==> src/rtl/caliptra_sync_debounce.sv <==
// Debounce filter for an already-synchronized single-bit level.
// Produces a qualified level, one-cycle edge pulses, and saturating rise/glitch counters.
module caliptra_sync_debounce #(
  parameter int unsigned STABLE_CYCLES = 4,
  parameter int unsigned CNT_W         = 8,
  parameter bit          RST_VAL       = 1'b0
) (
  input  logic             clk,
  input  logic             rst_b,
  input  logic             din,
  input  logic             en,
  input  logic             cnt_clr,
  output logic             level_o,
  output logic             rise_o,
  output logic             fall_o,
  output logic [CNT_W-1:0] event_cnt,
  output logic [CNT_W-1:0] glitch_cnt
);

  localparam int unsigned      SC_W     = $clog2(STABLE_CYCLES + 1);
  localparam logic [SC_W-1:0]  SC_LAST  = SC_W'(STABLE_CYCLES - 1);
  localparam bit               ONE_SHOT = (STABLE_CYCLES == 1);
  localparam logic [CNT_W-1:0] CNT_MAX  = {CNT_W{1'b1}};

  typedef enum logic [1:0] {
    STABLE_LO = 2'd0,
    QUAL_HI   = 2'd1,
    STABLE_HI = 2'd2,
    QUAL_LO   = 2'd3
  } state_e;

  state_e           state_q, state_d;
  logic [SC_W-1:0]  stab_cnt_q, stab_cnt_d;
  logic             level_q, level_d;
  logic             rise_q, rise_d;
  logic             fall_q, fall_d;
  logic [CNT_W-1:0] event_cnt_q, event_cnt_d;
  logic [CNT_W-1:0] glitch_cnt_q, glitch_cnt_d;
  logic             inc_event, inc_glitch;

  // State and output registers
  always_ff @(posedge clk or negedge rst_b) begin
    if (!rst_b) begin
      if (RST_VAL) state_q <= STABLE_HI;
      else         state_q <= STABLE_LO;
      stab_cnt_q   <= '0;
      level_q      <= RST_VAL;
      rise_q       <= 1'b0;
      fall_q       <= 1'b0;
      event_cnt_q  <= '0;
      glitch_cnt_q <= '0;
    end else begin
      state_q      <= state_d;
      stab_cnt_q   <= stab_cnt_d;
      level_q      <= level_d;
      rise_q       <= rise_d;
      fall_q       <= fall_d;
      event_cnt_q  <= event_cnt_d;
      glitch_cnt_q <= glitch_cnt_d;
    end
  end

  // Next-state, qualification and pulse generation
  always_comb begin
    state_d    = state_q;
    stab_cnt_d = stab_cnt_q;
    level_d    = level_q;
    rise_d     = 1'b0;
    fall_d     = 1'b0;
    inc_event  = 1'b0;
    inc_glitch = 1'b0;

    if (!en) begin
      // Disabling abandons any qualification silently
      if (level_q) state_d = STABLE_HI;
      else         state_d = STABLE_LO;
      stab_cnt_d = '0;
    end else begin
      case (state_q)
        STABLE_LO: begin
          if (din) begin
            if (ONE_SHOT) begin
              state_d   = STABLE_HI;
              level_d   = 1'b1;
              rise_d    = 1'b1;
              inc_event = 1'b1;
            end else begin
              state_d    = QUAL_HI;
              stab_cnt_d = SC_W'(1);
            end
          end
        end
        QUAL_HI: begin
          if (!din) begin
            state_d    = STABLE_LO;
            stab_cnt_d = '0;
            inc_glitch = 1'b1;
          end else if (stab_cnt_q == SC_LAST) begin
            state_d    = STABLE_HI;
            stab_cnt_d = '0;
            level_d    = 1'b1;
            rise_d     = 1'b1;
            inc_event  = 1'b1;
          end else begin
            stab_cnt_d = stab_cnt_q + SC_W'(1);
          end
        end
        STABLE_HI: begin
          if (!din) begin
            if (ONE_SHOT) begin
              state_d = STABLE_LO;
              level_d = 1'b0;
              fall_d  = 1'b1;
            end else begin
              state_d    = QUAL_LO;
              stab_cnt_d = SC_W'(1);
            end
          end
        end
        QUAL_LO: begin
          if (din) begin
            state_d    = STABLE_HI;
            stab_cnt_d = '0;
            inc_glitch = 1'b1;
          end else if (stab_cnt_q == SC_LAST) begin
            state_d    = STABLE_LO;
            stab_cnt_d = '0;
            level_d    = 1'b0;
            fall_d     = 1'b1;
          end else begin
            stab_cnt_d = stab_cnt_q + SC_W'(1);
          end
        end
        default: begin
          state_d    = STABLE_LO;
          stab_cnt_d = '0;
        end
      endcase
    end

    // Saturating counters; clear wins over a coincident increment
    if (cnt_clr)                                event_cnt_d = '0;
    else if (inc_event && event_cnt_q != CNT_MAX) event_cnt_d = event_cnt_q + CNT_W'(1);
    else                                         event_cnt_d = event_cnt_q;

    if (cnt_clr)                                  glitch_cnt_d = '0;
    else if (inc_glitch && glitch_cnt_q != CNT_MAX) glitch_cnt_d = glitch_cnt_q + CNT_W'(1);
    else                                           glitch_cnt_d = glitch_cnt_q;
  end

  assign level_o    = level_q;
  assign rise_o     = rise_q;
  assign fall_o     = fall_q;
  assign event_cnt  = event_cnt_q;
  assign glitch_cnt = glitch_cnt_q;

  a_no_dual_pulse: assert property (@(posedge clk) disable iff (!rst_b)
    !(rise_q && fall_q));
  a_rise_level: assert property (@(posedge clk) disable iff (!rst_b)
    rise_q |-> (level_q && !$past(level_q)));
  a_stab_range: assert property (@(posedge clk) disable iff (!rst_b)
    32'(stab_cnt_q) < STABLE_CYCLES);
  a_din_known: assert property (@(posedge clk) disable iff (!rst_b)
    en |-> !$isunknown(din));

endmodule

==> config.mk <==
export PLATFORM = sky130hd
export DESIGN_NAME = caliptra_sync_debounce
export DESIGN_NICKNAME = d
export VERILOG_FILES = /design/src/rtl/caliptra_sync_debounce.sv
export SDC_FILE = /design/constraint.sdc
export NUM_CORES = 1
export LEC_CHECK = 0
export ABC_AREA = 0
export CORE_MARGIN = 2
export CORE_UTILIZATION = 46
export CTS_CLUSTER_SIZE = 25
export DETAILED_ROUTE_END_ITERATION = 10
export GPL_TIMING_DRIVEN = 0
export MAX_ROUTING_LAYER = met4
export PLACE_DENSITY = 0.84
export SLEW_MARGIN = 40
export SYNTH_ARGS = -nofsm -noshare
export SYNTH_HDL_FRONTEND = slang
export SYNTH_SLANG_ARGS = --single-unit
==> constraint.sdc <==
create_clock -name clk -period 1.5 [get_ports clk]
set_input_delay 0.225 -clock clk [delete_from_list [all_inputs] [get_ports clk]]
set_output_delay 0.225 -clock clk [all_outputs]
set_load 0.1 [all_outputs]
==> run_1/wires.png <==
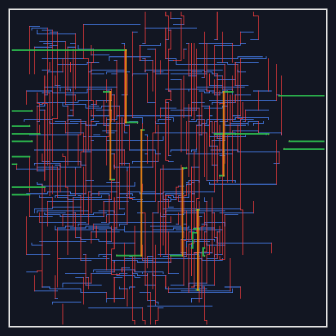
Key: blue = metal 1 [wire length 1270 um]; red = metal 2 [wire length 1530 um]; orange = metal 4 [wire length 95.9 um]; green = metal 3 [wire length 98.7 um]

==> run_1/logic_types.png <==
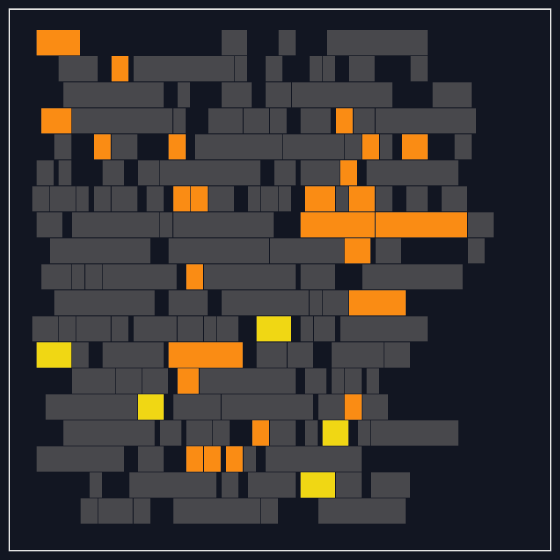
Key: orange = aoi and oai cells [cells 25]; yellow = non-inverting ao/oa cells [cells 5, where bottom middle]

==> results.yml, run 1 <==
# implementation run metrics
outcome:
  status: "complete, but fails checks"
  failed_checks: "negative setup slack"
synthesis:
  ys.flop_type: "dfrtp_1"
  ys_sh_adder_pct: 2.964
  ys_ff: 24
  synth_async_sr_flop_share_pct: 100.0
  synth.avg_cell_area_um2: 10.21
  synth_cell_types: 41
  synthCells: 124
  yosys_warnings: 0
  yosysTopAreaCell: "dfrtp_1"
  synth-xor-area-share_pct: 4.051
  edf_count: 0
  yosysSeqAreaShare_pct: 47.43
  simple_gate_share_pct: 23.02
  mux_share_pct: 2.372
  topCellsByArea: "dfrtp_1 (47%), nand3_1 (3.6%), nor2_1 (3.3%)"
  syn_nets: 132
  yosys_cells: 124
  synth_area_mm2: 0.001266
  yosysChipArea_mm2: 0.001266
  top_area_share_pct: 47.43
  logic_family: "simple AND/OR/NAND/NOR gates"
  synthAoiAreaFrac_pct: 17.09
cts:
  htree_levels: 1
  tritoncts: "built"
  cts_buffers: 3
  clock-sinks: 24
  path_clk_slew_ns: 0.13
  max-clock-path-buffers: 2
  clk_latency_ns: 0.32
  clockRootBuffer: "clkbuf_4"
floorplanning:
  chipWidth_um: 56.47
  fp-utilization_pct: 47.14
  die_area_mm2: 0.003188
  core_region_area_mm2: 0.002686
  io_pins: 24
  dieHeight_um: 56.47
  row_count: 19
drt:
  ant_nets: 0
  vias: 1126
  drt-wirelength-per-cell_um: 15.68
  via_per_inst: 5.895
  drc_errors: 0
  postRouteWirelength_um: 2995
  dr.pass1.iters: 4
  drtIter0Drc: 32
critical_path:
  worstRegToRegCells: 4
  cp-end-kind: "flop"
  arrival_ns: 1.79
  required_ns: 1.71
  rrSetupSlack_ns: -0.08
  crit_type: "reg -> reg"
  critPathLaunchType: "flop"
  critPathMaxFanout: 4
final_layout:
  antenna_cells: 0
  lay_top_cells: "buf_2 (15), buf_4 (12), dfrtp_4 (12)"
  layout.cells.most_common: "buf_2"
  drive_above_1_share_pct: 48.13
  nets: 169
  final_cells: 191
  synthToLayoutAreaGrowth_pct: 40.42
  fin_util_pct: 66.19
global_routing:
  grt_pass1_wl_um: 5126
  grt.overflow.total: 0
  grt_pass1_vias: 1157
  antenna_found_initial: 0
  grt_max_degree: 25
  grtUsageTotal_pct: 21.19
timing:
  finalHoldViolCount: 0
  drv_slew: 0
  timing.final.ws_setup_ns: -0.08440
  worst_slew_pin_slew_ns: 0.5364
  whs_ns: 0.1238
  final.period_utilization_pct: 105.6
  fin_tns_setup_ns: -0.2550
  fin_worst_skew_ns: 0.001714
  finalCriticalPeriod_ns: 1.584
  setup_viol: 4
  fmax_ghz: 0.6312
  slew_headroom_pct: 64.24
  rsz0062_at_grt: "yes"
pwr:
  vdd_ir_drop_max_uv: 862.0
  power_density_mw_per_mm2: 875.5
  p_leak_uw: 0.0007616
placed_design:
  dp.cells: 175
  io_buffers: 20
  place_congestion: 0.8240
  hpwlAfterDp_um: 1936
job:
  tool_warnings: 29
  cap_violations: 0
worst_hold_path:
  hold_depth: 2
  hold_class: "in -> reg"
==> run_1/io_fan.png <==
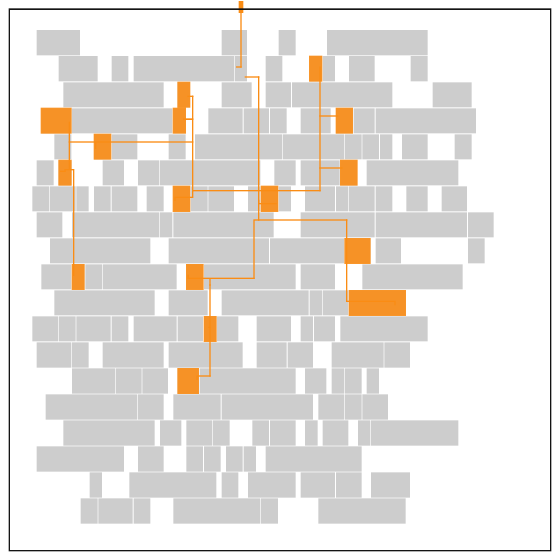
Key: orange = cnt_clr [direction input, edge top, end cells 16, buffers 2, wire 149 um]

run 1: final cells by class:
cell class                 instances  area, um2
sequential                        24      651.9
buffer                             5      31.28
timing repair buffer              32      211.5
fill                             218      908.4
tap                               31      38.79
inverter                           2      7.507
multi-input combinational         93      800.8
clock buffer                       4      36.28
run 1: logic make-up (layout without fill, tap and decap cells):
| family | after synthesis | count (layout) |
|---|---|---|
| multiplexers | 3 | 3 |
| AND-OR/OR-AND | 30 | 30 |
| flip-flops | 24 | 24 |
| adder cells (fa/ha/maj) | 3 | 3 |
| AND/OR/NAND/NOR | 52 | 52 |
| XOR/XNOR | 5 | 5 |
| buffers and inverters | 7 | 43 |
run 1: critical path, stage by stage, from the launching register on:
cell      delay (ns)
dfrtp_2         0.51
xor2_4          0.18
or3_4           0.41
o311ai_4        0.24
o41ai_2         0.12
run 1: where the power goes:
group          internal, uW  switching [uW]
sequential              689            53.0
combinational           176             284
clock                   149             206
total                  1010             543
run 1: cells in the mapped netlist (all sizes together) (2+ instances only):
cell type and count:
a21oi 8, and3 2, buf 4, dfrtp 24, ha 3, inv 2
mux2i 3, nand2 7, nand3 9, nand4 2, nor2 11, nor3 2
nor3b 2, nor4 3, o211a 3, o211ai 3, o21a 2, o21ai 7
o31ai 3, or3 5, or4 2, xor2 4
run 1: per-layer routing:
metal	part of all wire [%]	GRT usage (%)	vias to the layer above
li1	-	-	533
met1	42	25.38	551
met2	51	33.55	30
met3	3.3	3.226	12
met4	3.2	12.93	0
met5	0	-	-
run 1: stage by stage:
stage | instance area (um2) | total power, uW | worst slack, ns
6_report | 1778 | 1557 | -0.08440
5_1_grt | 1778 | 1629 | -0.1612
4_1_cts | 1685 | 1529 | -0.07553
3_5_place_dp | 1518 | 1090 | -0.1405
3_3_place_gp | 1618 | 1094 | -0.3060
2_1_floorplan | 1379 | 1020 | -0.1478
run 1: state kept, by name, indices dropped and copies added (netlist names), named ones only:
name,flops
glitch_cnt,8
state_q,1
stab_cnt_q,3
rise_o,1
fall_o,1
level_o,1
event_cnt,8
run 1: final timing paths:
| path | startpoint | end |
|---|---|---|
| max in group asynchronous | rst_b | glitch_cnt[4] |
| min in group asynchronous | rst_b | rise_o |
| setup reg to reg | flop | glitch_cnt[5] |
| setup / recovery | flop | glitch_cnt[5] |
| hold reg to reg | glitch_cnt[3] | glitch_cnt[3] |
| hold / removal | en | flop |
run 1: repair_timing:
action | in CTS | in global routing
resized | 10 | 16
pin swaps | 8 | 8
hold buffers | 1 | 0
setup endpoints to repair | 10 | 18
setup buffers | 7 | 4
hold endpoints to repair | 24 | 0
==> run 2, diff against run 1 <==
--- a/config.mk
+++ b/config.mk
@@ -12,7 +12,7 @@
 export DETAILED_ROUTE_END_ITERATION = 10
 export GPL_TIMING_DRIVEN = 0
 export MAX_ROUTING_LAYER = met4
-export PLACE_DENSITY = 0.84
+export PLACE_DENSITY = 0.82
 export SLEW_MARGIN = 40
 export SYNTH_ARGS = -nofsm -noshare
 export SYNTH_HDL_FRONTEND = slang
==> run_2/wires.png <==
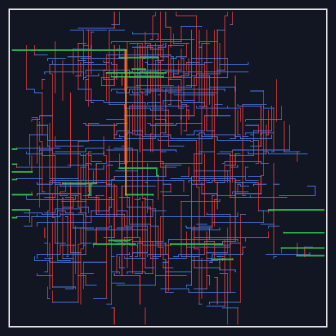
WL final: 3231 um
Vias: 1170
wire length per cell: 16.24 um
Tot GR Track Use: 22.36%

==> run_2/clk_routes.png <==
Bar = 20 um.
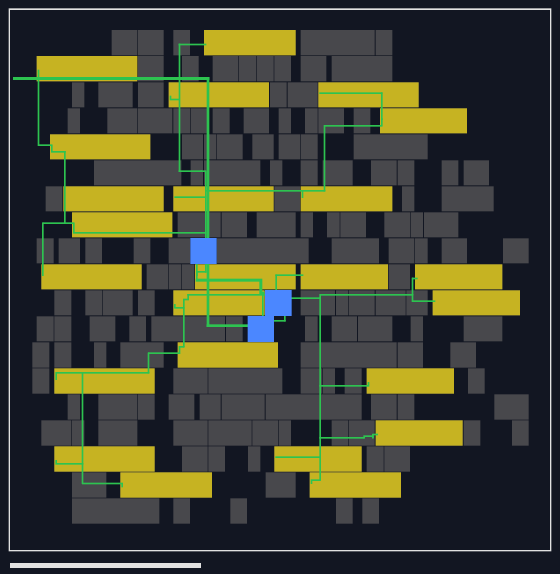
Key: blue = clock drivers [count 3]; yellow = flip-flops [count 24]; green = clock wires [length 297 um]
There are 4 routed clock nets.

==> run 2 against run 1 <==
The flow still finishes with violations (negative setup slack). Critical path depth increased by 1. Maximum frequency shrank 0.55%. Sequential cell count unchanged. Worst setup slack worse by 0.0088 ns. Hold slack gained 0.026 ns. Combinational power rose by 6.1%.
==> results.yml, run 2 <==
# implementation run metrics
outcome:
  status: "complete, but fails checks"
  failed_checks: "negative setup slack"
cts:
  clockRootBuffer: "clkbuf_4"
  clock-sinks: 24
  clk_latency_ns: 0.31
  htree_levels: 1
  tritoncts: "built"
  max-clock-path-buffers: 2
  path_clk_slew_ns: 0.13
placed_design:
  hpwlAfterDp_um: 1905
  place_congestion: 0.7492
final_layout:
  fillers: 221
  lay_top_cells: "buf_2 (20), buf_4 (19), dfrtp_4 (12)"
  drive_above_1_share_pct: 50.60
  antenna_cells: 0
  nets: 177
  layout.cells.most_common: "buf_2"
pwr:
  sw_frac_of_total_pct: 35.34
  p_switching_uw: 541.7
  pwr-share-clk_pct: 19.5
  power_frac_comb_pct: 31.9
  power_density_mw_per_mm2: 844.3
timing:
  worst_slew_pin_slew_ns: 0.5485
  setup_viol: 6
  fmax_ghz: 0.6277
  whs_ns: 0.1493
  finalCriticalPeriod_ns: 1.593
  timing.final.ws_setup_ns: -0.09318
  finalHoldViolCount: 0
  final.period_utilization_pct: 106.2
  slew_headroom_pct: 63.44
synthesis:
  topCellsByArea: "dfrtp_1 (47%), nand3_1 (3.6%), nor2_1 (3.3%)"
  yosysTopAreaCell: "dfrtp_1"
  yosysChipArea_mm2: 0.001266
  ys.flop_type: "dfrtp_1"
  synth.avg_cell_area_um2: 10.21
  synth_async_sr_flop_share_pct: 100.0
  edf_count: 0
  synthCells: 124
  top_area_share_pct: 47.43
  synth_area_mm2: 0.001266
  top_cells_by_count: "dfrtp_1 (24), nor2_1 (11), nand3_1 (9)"
  yosys_cells: 124
  synth_cell_types: 41
  yosysSeqAreaShare_pct: 47.43
critical_path:
  crit_type: "reg -> reg"
  required_ns: 1.74
  critPathMaxFanout: 6
  arrival_ns: 1.83
  critPathLaunchType: "flop"
  worstRegToRegCells: 5
  cp-end-kind: "flop"
global_routing:
  grt_max_degree: 25
  grt_pass1_wl_um: 5499
  grt.overflow.total: 0
  antenna_found_initial: 0
drt:
  dr.pass1.iters: 4
  drtIter0Drc: 65
  ant_nets: 0
floorplanning:
  chipWidth_um: 56.47
  dieHeight_um: 56.47
  io_pins: 24
  fp-utilization_pct: 47.14
  die_area_mm2: 0.003188
  row_count: 19
worst_hold_path:
  hold_class: "in -> reg"
job:
  tool_warnings: 29
run 2: stage by stage:
step / power (uW) / instance area, um2 / setup slack (ns) / instances
2_1_floorplan: 1020 / 1379 / -0.1478 / 124
3_3_place_gp: 1096 / 1618 / -0.3094 / 175
3_5_place_dp: 1092 / 1518 / -0.1754 / 175
4_1_cts: 1489 / 1738 / -0.08712 / 193
5_1_grt: 1596 / 1815 / -0.1389 / 199
6_report: 1533 / 1815 / -0.09318 / 199
run 2: kinds of logic (layout without fill, tap and decap cells):
group	Yosys count	after routing	synth area share, %
flops	24	24	47.43
xor+xnor	5	5	4.051
fa+ha+maj	3	3	2.965
simple gates	52	52	23.02
compound gates	30	31	17.10
buf+inv	7	50	3.063
mux	3	3	2.372
run 2: path summary, 6_finish.rpt:
path,slack [ns],end,start
worst min-delay path,0.15,flop,en
worst min register to register,0.57,stab_cnt_q[2],stab_cnt_q[2]
max in group asynchronous,0.68,event_cnt[1],rst_b
worst max register to register,-0.09,event_cnt[5],event_cnt[0]
min in group asynchronous,0.41,fall_o,rst_b
worst max-delay path,-0.09,event_cnt[5],event_cnt[0]
run 2: power groups by stage:
stage                     Clock, uW  Sequential [uW]  Combinational [uW]
after floorplan                   0              840                 180
after global placement            0              746                 350
after detailed placement          0              747                 345
after CTS                       300              743                 445
after global routing            320              751                 525
final                           299              746                 488
run 2: area by class of cell:
cell class,count,area [um2],share of cell area [%]
Buffer,5,31.28,1.723
Clock buffer,4,26.28,1.447
Inverter,2,7.507,0.4135
Multi-Input combinational cell,94,808.3,44.52
Sequential cell,24,651.9,35.91
Tap cell,31,38.79,2.136
Timing Repair Buffer,39,251.5,13.85
run 2: per-layer routing:
layer  track usage, %  wire length, um  vias up  share of wire (%)
met3            2.995              136        2                4.2
met5                -                0        -                  0
met2            37.21             1654       35                 51
met4            5.102               25        0               0.77
li1                 -                -      554                  -
met1            29.15             1415      579                 44
run 2: what timing repair did:
action | 4_1_cts | 5_1_grt
resized | 14 | 7
endpoints found under the setup margin | 10 | 16
pin swaps | 7 | 7
setup buffers | 12 | 6
gates cloned | 1 | 0
endpoints found under the hold margin | 24 | 0
hold buffers | 1 | 0
run 2: critical path, cell delays in order, from the launching register on:
cell and delay, ns:
dfrtp_4 0.54, ha_4 0.18, nand3_2 0.11, o211ai_4 0.12, or4_4 0.43, a21oi_2 0.14
==> run 3, diff against run 2 <==
--- a/config.mk
+++ b/config.mk
@@ -7,12 +7,12 @@
 export LEC_CHECK = 0
 export ABC_AREA = 0
 export CORE_MARGIN = 2
-export CORE_UTILIZATION = 46
+export CORE_UTILIZATION = 25
 export CTS_CLUSTER_SIZE = 25
 export DETAILED_ROUTE_END_ITERATION = 10
 export GPL_TIMING_DRIVEN = 0
 export MAX_ROUTING_LAYER = met4
-export PLACE_DENSITY = 0.82
+export PLACE_DENSITY = 0.53
 export SLEW_MARGIN = 40
 export SYNTH_ARGS = -nofsm -noshare
 export SYNTH_HDL_FRONTEND = slang
==> run_3/logic_types.png <==
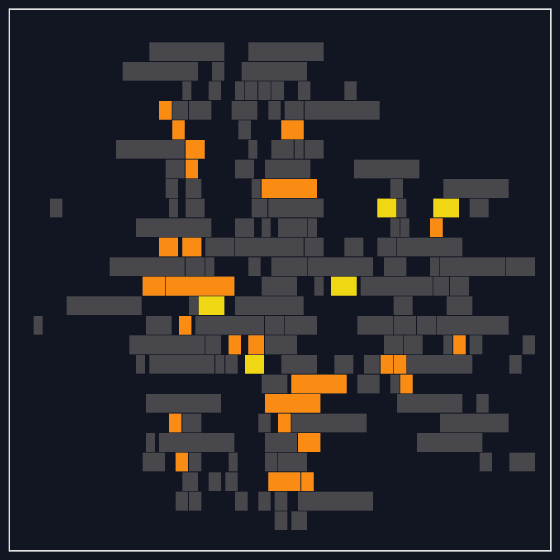
Key: orange = aoi and oai cells [cells 26]; yellow = non-inverting ao/oa cells [cells 5]

==> run_3/io_fan.png <==
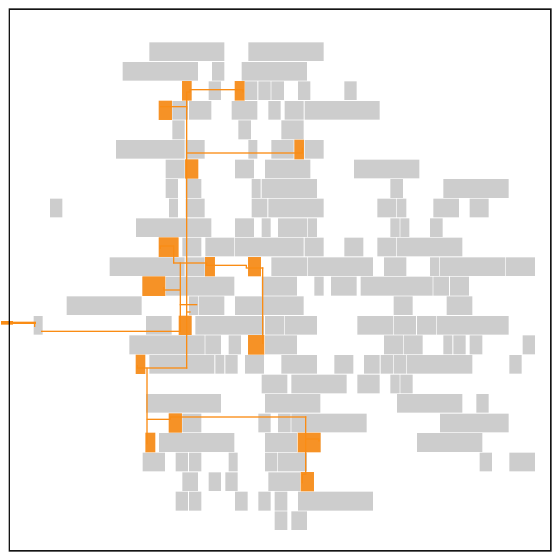
num ports: 24
I/O Buffers: 20

==> run 3 against run 2 <==
The flow still finishes with violations (negative setup slack). Global-route usage shrank 11 points. Sequential power grew 0.9%. Utilization down 29 points. First-iteration DRC count shrank 46%. Clock skew up 0.0067 ns. Worst setup slack better by 0.0050 ns. Critical path type unchanged. Largest power group unchanged. Highest routed layer unchanged.
==> results.yml, run 3 <==
# implementation run metrics
outcome:
  status: "complete, but fails checks"
  failed_checks: "negative setup slack"
drt:
  dr.pass1.iters: 4
  via_per_inst: 4.843
  drt-wirelength-per-cell_um: 13.66
  vias: 1114
  drc_errors: 0
  postRouteWirelength_um: 3142
  drtIter0Drc: 35
  ant_nets: 0
final_layout:
  final_cells: 230
  lay_top_cells: "buf_2 (21), buf_4 (14), dfrtp_4 (12)"
  fin_util_pct: 38.26
  seq_area_um2: 651.9
  layout.cells.most_common: "buf_2"
  logic_area_um2: 808.3
  drive_above_1_share_pct: 49.08
  fillers: 510
  antenna_cells: 0
  nets: 173
  synthToLayoutAreaGrowth_pct: 45.55
synthesis:
  yosys_warnings: 0
  edf_count: 0
  syn_nets: 132
  synth_area_mm2: 0.001266
  top_cells_by_count: "dfrtp_1 (24), nor2_1 (11), nand3_1 (9)"
  ys.flop_type: "dfrtp_1"
  synthCells: 124
  yosysTopAreaCell: "dfrtp_1"
  top_area_share_pct: 47.43
  synth_cell_types: 41
  yosys_cells: 124
  topCellsByArea: "dfrtp_1 (47%), nand3_1 (3.6%), nor2_1 (3.3%)"
  yosysSeqAreaShare_pct: 47.43
  yosysChipArea_mm2: 0.001266
  yosysMostFrequentCell: "dfrtp_1"
  synth_async_sr_flop_share_pct: 100.0
  synth.avg_cell_area_um2: 10.21
  ys_ff: 24
critical_path:
  cpMaxStageDelayCell: "or4_4"
  timing.rr.end: "event_cnt[5]"
  required_ns: 1.69
  rrSetupSlack_ns: -0.09
  cp-end-kind: "flop"
  critPathLaunchType: "flop"
  critPathMaxFanout: 5
  arrival_ns: 1.78
  r2r_start: "stab_cnt_q[0]"
  critPathMaxStageDelay_ns: 0.43
  worstRegToRegCells: 5
  path_cells: "ha_4 > and4b_4 > o211ai_4 > or4_4 > a21oi_2"
  crit_type: "reg -> reg"
global_routing:
  grtUsageTotal_pct: 11.86
  antenna_found_initial: 0
  grt_pass1_vias: 1002
  grt_pass1_wl_um: 5016
  grt_max_degree: 25
  grt.overflow.total: 0
worst_hold_path:
  hold_depth: 2
  hold_class: "in -> reg"
  min_from: "en"
cts:
  clk_latency_ns: 0.27
  htree_levels: 1
  clockRootBuffer: "clkbuf_8"
  max-clock-path-buffers: 2
  cts_buffers: 3
  tritoncts: "built"
  clock-sinks: 24
  path_clk_slew_ns: 0.09
floorplanning:
  fp-utilization_pct: 26.29
  row_count: 25
  core_region_area_mm2: 0.004817
  chipWidth_um: 75.17
  die_area_mm2: 0.005650
  dieHeight_um: 75.17
placed_design:
  hpwlAfterDp_um: 2134
  dp.cells: 211
  pre_cts_ws_ns: -0.1529
  place_congestion: 0.7429
job:
  cap_violations: 0
  tool_warnings: 29
timing:
  rsz0062_at_grt: "yes"
  fin_worst_skew_ns: 0.008439
  fmax_ghz: 0.6297
  finalHoldViolCount: 0
  slew_headroom_pct: 62.13
  finalCriticalPeriod_ns: 1.588
  final.period_utilization_pct: 105.9
  setup_viol: 5
  worst_slew_pin_slew_ns: 0.5681
  timing.final.ws_setup_ns: -0.08815
  drv_slew: 0
pwr:
  p_leak_uw: 0.0007685
  vdd_ir_drop_max_uv: 506.8
  totalPowerFinal_uw: 1588
  power_density_mw_per_mm2: 861.6
[run 3: cell types whose count changed in the layout (fill, tap and decap cells not counted), sizes merged]
cell,previous run,this run
buf,42,38
clkbuf,5,4
[run 3: critical path, delay by kind of cell (launching register included)]
family	cells	cell delay (ns)
adders and majority gates	1	0.17
AOI/OAI and AO/OA	2	0.24
DFF	1	0.42
and+or+nand+nor	2	0.69
[run 3: layout make-up]
type | count | area share [%]
clock buffer | 3 | 2.240
timing repair buffer | 35 | 11.88
buffer | 5 | 1.697
inverter | 2 | 0.4073
multi-input combinational | 94 | 43.86
tap | 67 | 4.549
sequential | 24 | 35.37
[run 3: routing by layer]
layer  routed length, um  vias to the layer above  global-route usage, %  part of all wire (%)
met2                1547                       14                  18.03                    49
li1                    -                      544                      -                     -
met3                  79                        2                  1.205                   2.5
met1                1482                      554                  16.49                    47
met5                   0                        -                      -                     0
met4                  34                        0                  4.094                   1.1
[run 3: cells by family (layout without fill, tap and decap cells)]
family	count (synthesis)	after routing	share of synthesized area, %
adders and majority gates	3	3	2.965
AOI/OAI and AO/OA	30	31	17.10
xor gates and xnor gates	5	5	4.051
and+or+nand+nor	52	52	23.02
DFF	24	24	47.43
muxes	3	3	2.372
buffers and inverters	7	45	3.063
[run 3: report_power, final]
group          internal [uW]  switching (uW)
logic                    168             275
clock network            180             212
registers                689            64.4
[run 3: what timing repair did]
item	4_1_cts	5_1_grt
gates cloned	1	0
endpoints found under the hold margin	24	0
pin swaps	9	5
resized	8	12
setup endpoints to repair	10	15
setup buffers	6	8
hold buffers	1	0
[run 3: per-stage QoR]
step / instance area [um2] / hold WS [ns] / setup TNS [ns]
3_5_place_dp: 1563 / 0.2632 / -0.8480
3_3_place_gp: 1663 / 0.4810 / -11.23
6_report: 1843 / 0.2077 / -0.2538
4_1_cts: 1729 / 0.2114 / -0.2106
2_1_floorplan: 1379 / -0.07059 / -0.9693
5_1_grt: 1843 / 0.2240 / -1.116
[run 3: how the worst max path moves through the flow]
stage                   from            end  slack, ns  cells after the start
6_report       stab_cnt_q[0]   event_cnt[5]      -0.09                      5
4_1_cts                 flop  glitch_cnt[5]      -0.07                      4
3_3_place_gp   glitch_cnt[2]  glitch_cnt[2]      -0.32                      1
3_5_place_dp            flop  glitch_cnt[6]      -0.15                      4
2_1_floorplan  glitch_cnt[1]  glitch_cnt[6]      -0.15                      5
5_1_grt        stab_cnt_q[0]   event_cnt[5]      -0.13                      5
Power is estimated from default activity; no workload was simulated.
